$ cat config.mk
export PLATFORM = sky130hd
export DESIGN_NAME = reg_scoreboard
export DESIGN_NICKNAME = d
export VERILOG_FILES = /design/src/rtl/ctrl_pkg.sv /design/src/rtl/sb_entry.sv /design/src/rtl/reg_scoreboard.sv
export SDC_FILE = /design/constraint.sdc
export NUM_CORES = 1
export LEC_CHECK = 0
export ABC_CLOCK_PERIOD_IN_PS = 2800
export CORE_ASPECT_RATIO = 2
export CORE_MARGIN = 5
export CORE_UTILIZATION = 49
export CTS_BUF_LIST = sky130_fd_sc_hd__clkbuf_2
export DETAILED_ROUTE_END_ITERATION = 6
export PLACE_DENSITY = 0.69
export SKIP_LAST_GASP = 1
export SYNTH_ARGS = -nofsm -noshare
export SYNTH_HDL_FRONTEND = slang
export SYNTH_SLANG_ARGS = --single-unit
export TNS_END_PERCENT = 5
$ cat constraint.sdc
create_clock -name clk -period 2.8 [get_ports clk]
set_input_delay 0.56 -clock clk [delete_from_list [all_inputs] [get_ports clk]]
set_output_delay 0.56 -clock clk [all_outputs]
set_load 0.005 [all_outputs]
$ cat src/rtl/ctrl_pkg.sv
// ctrl_pkg: shared control-unit read-selector codes, scoreboard entry states and selector decode helpers
package ctrl_pkg;
  localparam logic [1:0] RSEL_BOTH = 2'b00;
  localparam logic [1:0] RSEL_R2   = 2'b01;
  localparam logic [1:0] RSEL_R3   = 2'b10;
  localparam logic [1:0] RSEL_NONE = 2'b11;
  typedef enum logic {SB_IDLE, SB_PEND} sb_state_t;
  function automatic logic reads_r2(input logic [1:0] rsel);
    return rsel == RSEL_BOTH || rsel == RSEL_R2;
  endfunction
  function automatic logic reads_r3(input logic [1:0] rsel);
    return rsel == RSEL_BOTH || rsel == RSEL_R3;
  endfunction
endpackage

$ cat src/rtl/sb_entry.sv
// sb_entry: pending state and watchdog for one register; tmo is sticky until reset
module sb_entry
  import ctrl_pkg::*;
#(
  parameter int TMO_CYC = 63
) (
  input  logic clk,
  input  logic rst_n,
  input  logic set,
  input  logic clr,
  input  logic flush,
  output logic pend,
  output logic tmo
);
  localparam int CW = $clog2(TMO_CYC + 1);
  sb_state_t state, state_nx;
  logic [CW-1:0] cnt;
  logic stay;
  assign stay = state == SB_PEND && state_nx == SB_PEND && !set;
  always_ff @(posedge clk) begin
    if (!rst_n) begin
      state <= SB_IDLE;
      cnt   <= '0;
      tmo   <= 1'b0;
    end else begin
      state <= state_nx;
      cnt   <= !stay ? '0 : cnt == CW'(TMO_CYC) ? cnt : cnt + 1'b1;
      tmo   <= tmo | (stay && cnt == CW'(TMO_CYC - 1));
    end
  end
  // a re-set in the same cycle as a writeback keeps the entry pending
  always_comb begin
    state_nx = flush ? SB_IDLE : set ? SB_PEND : clr ? SB_IDLE : state;
  end
  always_comb begin
    pend = state == SB_PEND;
  end
endmodule

$ cat src/rtl/reg_scoreboard.sv
// reg_scoreboard: tracks in-flight vector-register writes and stalls issue on RAW/WAW hazards.
// Optional SB_WB_FORWARD_EN: same-cycle writeback bypass for the hazard check.
module reg_scoreboard
  import ctrl_pkg::*;
#(
  parameter int NREGS   = 16,
  parameter int ADDR_W  = 4,
  parameter int TMO_CYC = 63,
  parameter int STAT_W  = 16
) (
  input  logic              clk,
  input  logic              rst_n,
  input  logic              flush,
  input  logic              iss_valid,
  input  logic [1:0]        rsel,
  input  logic [ADDR_W-1:0] r2_addr,
  input  logic [ADDR_W-1:0] r3_addr,
  input  logic              wr_req,
  input  logic [ADDR_W-1:0] rd_addr,
  input  logic              wb_valid,
  input  logic [ADDR_W-1:0] wb_addr,
  output logic              iss_accept,
  output logic              stall,
  output logic [NREGS-1:0]  pend_mask,
  output logic              tmo_err,
  output logic [STAT_W-1:0] stall_cnt
);
  localparam int NA = 2 ** ADDR_W;
  logic [NA-1:0] pend_ext, eff;
  logic [NREGS-1:0] set_v, clr_v, tmo_v;
  logic raw2, raw3, waw;
`ifdef SB_WB_FORWARD_EN
  logic [NA-1:0] wb_hot;
`endif
  // unused address space above NREGS stays zero so it never reads as pending
  always_comb begin
    pend_ext = '0;
    pend_ext[NREGS-1:0] = pend_mask;
`ifdef SB_WB_FORWARD_EN
    wb_hot = '0;
    wb_hot[wb_addr] = wb_valid;
    eff = pend_ext & ~wb_hot;
`else
    eff = pend_ext;
`endif
    raw2 = reads_r2(rsel) && eff[r2_addr];
    raw3 = reads_r3(rsel) && eff[r3_addr];
    waw = wr_req && eff[rd_addr];
    stall = iss_valid && (raw2 || raw3 || waw);
    iss_accept = iss_valid && !stall;
  end
  for (genvar i = 0; i < NREGS; i++) begin : g_ent
    assign set_v[i] = iss_accept && wr_req && rd_addr == ADDR_W'(i);
    assign clr_v[i] = wb_valid && wb_addr == ADDR_W'(i);
    sb_entry #(.TMO_CYC(TMO_CYC)) u_ent (
      .clk  (clk),
      .rst_n(rst_n),
      .set  (set_v[i]),
      .clr  (clr_v[i]),
      .flush(flush),
      .pend (pend_mask[i]),
      .tmo  (tmo_v[i])
    );
  end
  assign tmo_err = |tmo_v;
  always_ff @(posedge clk) begin
    if (!rst_n) stall_cnt <= '0;
    else if (stall && stall_cnt != '1) stall_cnt <= stall_cnt + 1'b1;
  end
endmodule

==> impl_metrics.csv, run 1 <==
group,metric,value,unit
run,stage_log_warnings,44,
setup_path,r2r_start,"g_ent[12].u_ent.pend",
finish,nFillCells,1291,
finish,lay_top_count,"dfxtp_1",
clocking,clockBufferDepth,2,
setup_path,cp-startpoint,"g_ent[14].u_ent.pend",
finish,drive_gt1_frac,0.131,
timing,finalHoldViolations,0,
finish,area_delta_synth_final,19.6,%
synth,synthesis.nets,852,
detailed_routing,wl_met2,6960,um
global_route,overflow,0,
status,status,"finished with violations",
global_route,top_usage_layer,"met2",
clocking,cts-root-buf,"clkbuf_2",
detailed_routing,firstDrtPassIters,5,
synth,edf_count,0,
detailed_routing,vias_per_cell,5.45,
min_path,hold_start,"g_ent[5].u_ent.tmo",
timing,fin_ws,-305,ps
global_route,grt_first_pass_wirelength,25900,um
timing,timing.slew.headroom,0.324,
timing,finalSetupViolations,3,
status,violations,"negative setup slack",
finish,inverters_excl_clock,29,
floorplan,die-width,94.6,um
run 1: where the power goes:
part           switching, W  total (W)  leakage, nW  internal [W]
Sequential       0.00000357    0.00206         1.16       0.00205
Clock              0.000751    0.00143        0.165      0.000679
Combinational     0.0000963   0.000193         1.72     0.0000962
run 1: repair_timing:
action,4_1_cts,5_1_grt
endpoints found under the setup margin,3,3
gates resized,32,4
setup buffers,5,1
pin swaps,5,1
run 1: critical path, stage by stage, from the launching register on:
cell and delay (ps):
dfxtp_4 400, mux4_2 470, o211ai_1 230, nand4_2 150, buf_6 150, or2_4 220, and2_4 160, buf_6 110
run 1: state kept, by name (all words and copies together), names as in the netlist:
| register | flops |
|---|---|
| g_ent.u_ent.tmo | 16 |
| g_ent.u_ent.pend | 16 |
| stall_cnt | 16 |
| g_ent.u_ent.cnt | 96 |
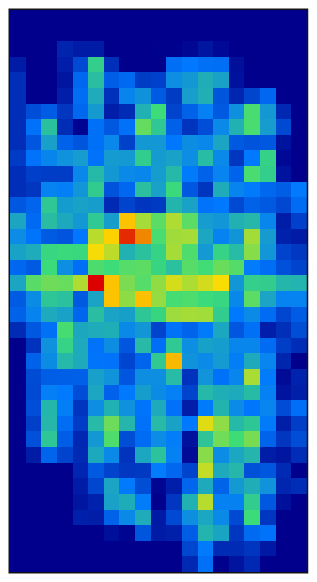
Fig. 1. Wire density map (run 1).
19 x 36 tiles, from dark blue (low) to red (high), scaled to the fullest tile. Values are wire area over tile area, all layers added.
tiles over half the peak: 9.5%
fullest tile: 0.64
nearly empty tiles: 22%
mean over tiles: 0.15

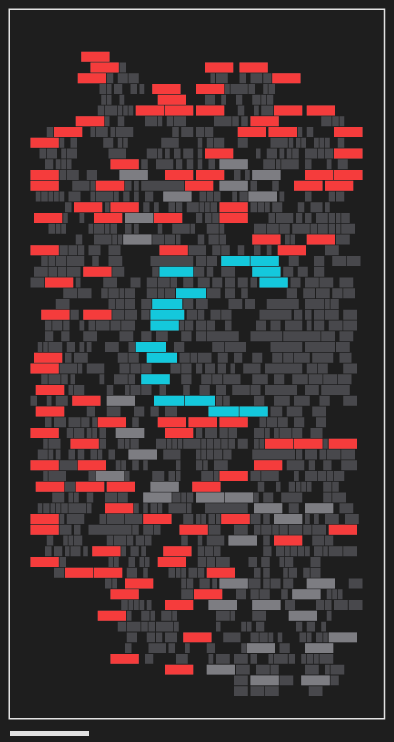
Fig. 2. Sequential cells coloured by netlist name (run 1).
Bar = 20 um.
| signal | colour | flops | where |
|---|---|---|---|
| g_ent.u_ent.pend | cyan | 16 | middle |
| g_ent.u_ent.cnt | red | 96 | widely spread |
not coloured: 32
Seq/total area: 0.346
register area: 2900 um^2
sequential logic power: 0.00206 W
Final Util: 0.590

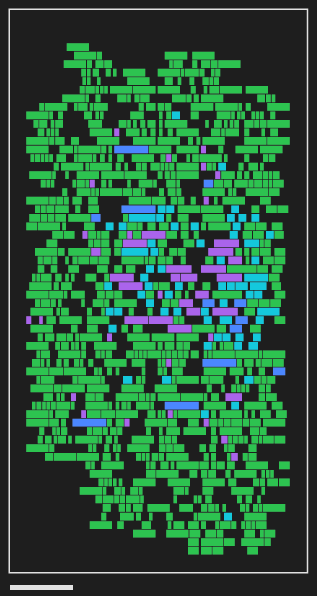
Fig. 3. Cell sizes after repair (run 1).
Bar = 20 um.
| size | colour | cells | share |
|---|---|---|---|
| _2 cells | purple | 43 | 4.7% |
| _6 and larger | blue | 12 | 1.3% |
| _3 and _4 cells | cyan | 64 | 7.0% |
| _0 and _1 cells | green | 789 | 87% |

Fig. 4: run 1, clock wires, drivers and flops
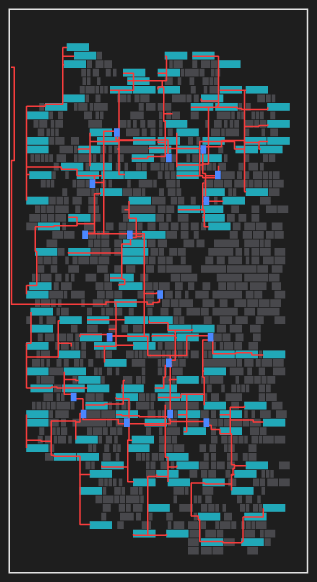

## Run 2: what changed since run 1
--- a/config.mk
+++ b/config.mk
@@ -12,7 +12,6 @@
 export CTS_BUF_LIST = sky130_fd_sc_hd__clkbuf_2
 export DETAILED_ROUTE_END_ITERATION = 6
 export PLACE_DENSITY = 0.69
-export SKIP_LAST_GASP = 1
 export SYNTH_ARGS = -nofsm -noshare
 export SYNTH_HDL_FRONTEND = slang
 export SYNTH_SLANG_ARGS = --single-unit
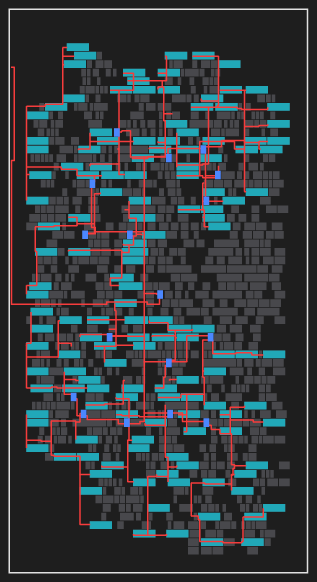
Fig. 5. Clock wires, drivers and flops (run 2).
[flip-flops] cyan | count: 144
[clock drivers] blue | count: 17
[clock wires] red | length: 1700 um
flops lie: widely spread

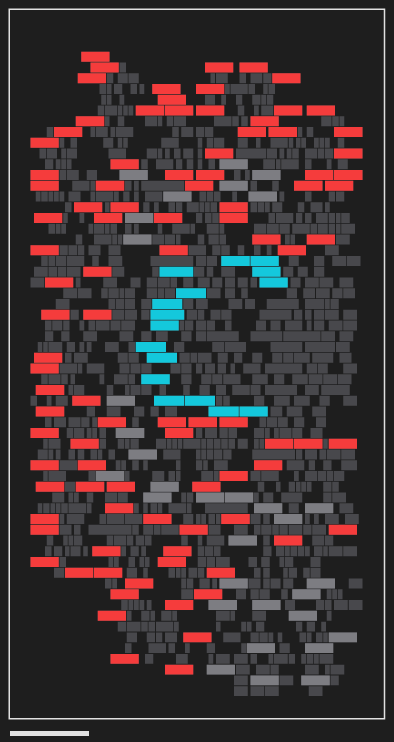
Fig. 6. Sequential cells coloured by netlist name (run 2).
Bar = 20 um.
| signal | colour | flops | where |
|---|---|---|---|
| g_ent.u_ent.cnt | red | 96 | widely spread |
| g_ent.u_ent.pend | cyan | 16 | middle |
Final Util: 0.592
Seq/total area: 0.345

==> run 2 against run 1 <==
Against the previous run:
- the flow still finishes with violations (negative setup slack)
- critical path type unchanged
- sequential cell count unchanged
- sequential power about the same
- global-route usage up 0.052 points
- largest power group unchanged
- first-iteration DRC count up 17%
- final cell count unchanged
- synthesized cell count unchanged
- worst setup slack worse by 1.7 ps
- non-clock buffer count unchanged
- via count about the same
==> impl_metrics.csv, run 2 <==
group,metric,value,unit
status,status,"finished with violations",
status,violations,"negative setup slack",
floorplan,core,14200,um^2
clocking,postCtsResizedCells,34,
power_and_ir_drop,power.share.switching,0.231,
power_and_ir_drop,comb_power_share,0.052,
clocking,cts-root-buf,"clkbuf_2",
synth,synth-simple-area-share,0.256,
clocking,clockBufferDepth,2,
finish,drive_gt1_frac,0.134,
timing,timing.slew.headroom,0.331,
synth,async_flop_share,0,
clocking,cts_setup_buffers,5,
power_and_ir_drop,powerClk,0.00143,W
floorplan,die-width,94.6,um
power_and_ir_drop,top_power_group,"registers",
power_and_ir_drop,p_seq_frac,0.559,
finish,area_delta_synth_final,20.0,%
timing,finalSetupViolations,2,
finish,lay_top_count,"dfxtp_1",
finish,comb_area_frac,0.460,
finish,nClkBuffers,18,
finish,regMostFlops,"g_ent.u_ent.cnt",
setup_path,timing.critical_path.mode_cell,"buf_6",
finish,nFillCells,1288,
power_and_ir_drop,p_switching,0.000852,W
place,place_congestion,0.925,
finish,inverters_excl_clock,29,
timing,fin_ws,-307,ps
power_and_ir_drop,powerDensity,438,nW/um^2
setup_path,endpoint_kind,"primary output",
setup_path,cp_slowest_cell,"mux4_2",
setup_path,crit_path_max_incr_delay,470,ps
synth,synthesis.nets,852,
finish,largest_register_ffs,96,
power_and_ir_drop,p_seq,0.00206,W
global_route,overflow,0,
synth,edf_count,0,
finish,logic_gates,593,
setup_path,crit_chain,"mux4_2, o211ai_1, nand4_2, buf_6, or2_4, and2_4, buf_6",
power_and_ir_drop,p_comb,0.000192,W
global_route,grt_first_pass_wirelength,25900,um
detailed_routing,vias_per_cell,5.45,
setup_path,crit_family,"simple AND/OR/NAND/NOR gates",
run,stage_log_warnings,44,
==> run 2: per-layer routing <==
layer / vias to the layer above / part of all wire / track usage
met5: - / 0.00084 / 0
met4: 2 / 0.024 / 0.0735
met3: 31 / 0.065 / 0.0626
met2: 148 / 0.45 / 0.303
met1: 2771 / 0.46 / 0.237
li1: 3052 / - / -
==> run 2: path summary, 6_finish.rpt <==
path / startpoint / endpoint / slack (ps) / cells past startpoint
worst max-delay path: g_ent[14].u_ent.pend / stall / -310 / 7
worst min-delay path: g_ent[5].u_ent.tmo / g_ent[5].u_ent.tmo / 470 / 2
worst max register to register: g_ent[12].u_ent.pend / stall_cnt[12] / 360 / 13
worst min register to register: g_ent[5].u_ent.tmo / g_ent[5].u_ent.tmo / 470 / 2
Fig. 7: run 2, wire density map
19 x 36 tiles, from dark blue (low) to red (high), scaled to the fullest tile. Values are wire area over tile area, all layers added.
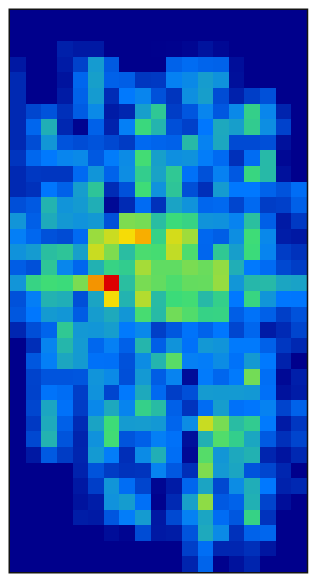

## Run 3: what changed since run 2
--- a/config.mk
+++ b/config.mk
@@ -6,12 +6,16 @@
 export NUM_CORES = 1
 export LEC_CHECK = 0
 export ABC_CLOCK_PERIOD_IN_PS = 2800
+export CAP_MARGIN = 10
+export CELL_PAD_IN_SITES_DETAIL_PLACEMENT = 0
+export CELL_PAD_IN_SITES_GLOBAL_PLACEMENT = 1
 export CORE_ASPECT_RATIO = 2
 export CORE_MARGIN = 5
-export CORE_UTILIZATION = 49
+export CORE_UTILIZATION = 46
 export CTS_BUF_LIST = sky130_fd_sc_hd__clkbuf_2
 export DETAILED_ROUTE_END_ITERATION = 6
-export PLACE_DENSITY = 0.69
+export PLACE_DENSITY_LB_ADDON = 0.1
+export REMOVE_ABC_BUFFERS = 1
 export SYNTH_ARGS = -nofsm -noshare
 export SYNTH_HDL_FRONTEND = slang
 export SYNTH_SLANG_ARGS = --single-unit
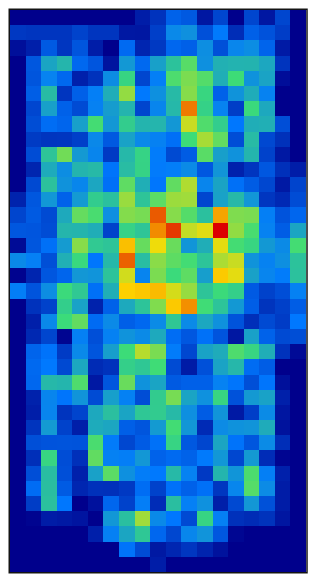
Fig. 8. Wire density map (run 3).
19 x 37 tiles, from dark blue (low) to red (high), scaled to the fullest tile. Values are wire area over tile area, all layers added.
mean over tiles: 0.14
fullest tile: 0.54
densest ninth of the die: middle
nearly empty tiles: 15%
tiles over half the peak: 12%

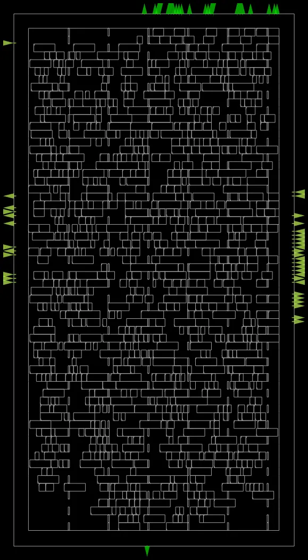
Fig. 9. Placement view (run 3).
Fill cells: 1416
post-route insts no fill: 1106
Final Util: 0.549

==> run 3 against run 2 <==
Against the previous run:
- cell area down 1.2%
- largest power group unchanged
- clock-buffer cell count up 1
- critical endpoint unchanged
- largest cell class unchanged
- die size up 6.0%
- the run still ends with negative setup slack left
==> impl_metrics.csv, run 3 <==
group,metric,value,unit
setup_path,r2r_end,"stall_cnt[13]",
setup_path,cp_slowest_cell,"mux4_2",
min_path,hold_start,"g_ent[8].u_ent.tmo",
power_and_ir_drop,top_power_group,"registers",
timing,timing.slew.headroom,0.255,
global_route,grt_first_pass_wirelength,27100,um
synth,edf_count,0,
status,violations,"negative setup slack",
power_and_ir_drop,powerDensity,412,nW/um^2
place,place_congestion,0.858,
power_and_ir_drop,p_seq,0.00206,W
timing,fin_ws,-259,ps
power_and_ir_drop,powerClk,0.00118,W
clocking,clockBufferDepth,2,
min_path,whs_path_depth,2,
clocking,cts_setup_buffers,3,
floorplan,die-width,97.3,um
clocking,postCtsResizedCells,32,
timing,finalSetupViolations,2,
power_and_ir_drop,p_seq_frac,0.602,
status,status,"finished with violations",
setup_path,crit_family,"multiplexers",
[run 3: final cells by class]
class,count,share of cell area
Inverter,29,0.0131
Sequential cell,144,0.349
Clock inverter,13,0.0167
Antenna cell,1,0.000301
Timing Repair Buffer,109,0.116
Clock buffer,19,0.0115
Multi-Input combinational cell,593,0.464
Tap cell,198,0.0298
[run 3: metal layers]
metal,wire length (um),share of wire,up-vias
met5,0,0,-
met4,244,0.015,0
met3,514,0.032,17
met2,7730,0.48,108
met1,7490,0.47,2813
li1,-,-,3048
[run 3: worst register-to-register path: stages, from the launching register on]
cell and delay, ps:
dfxtp_1 480, nand3_1 160, nor3_1 360, and4_1 320
nand4_1 230, or4_1 520, a21oi_1 150
No activity file was given, so power comes from the tool's default toggle rates.
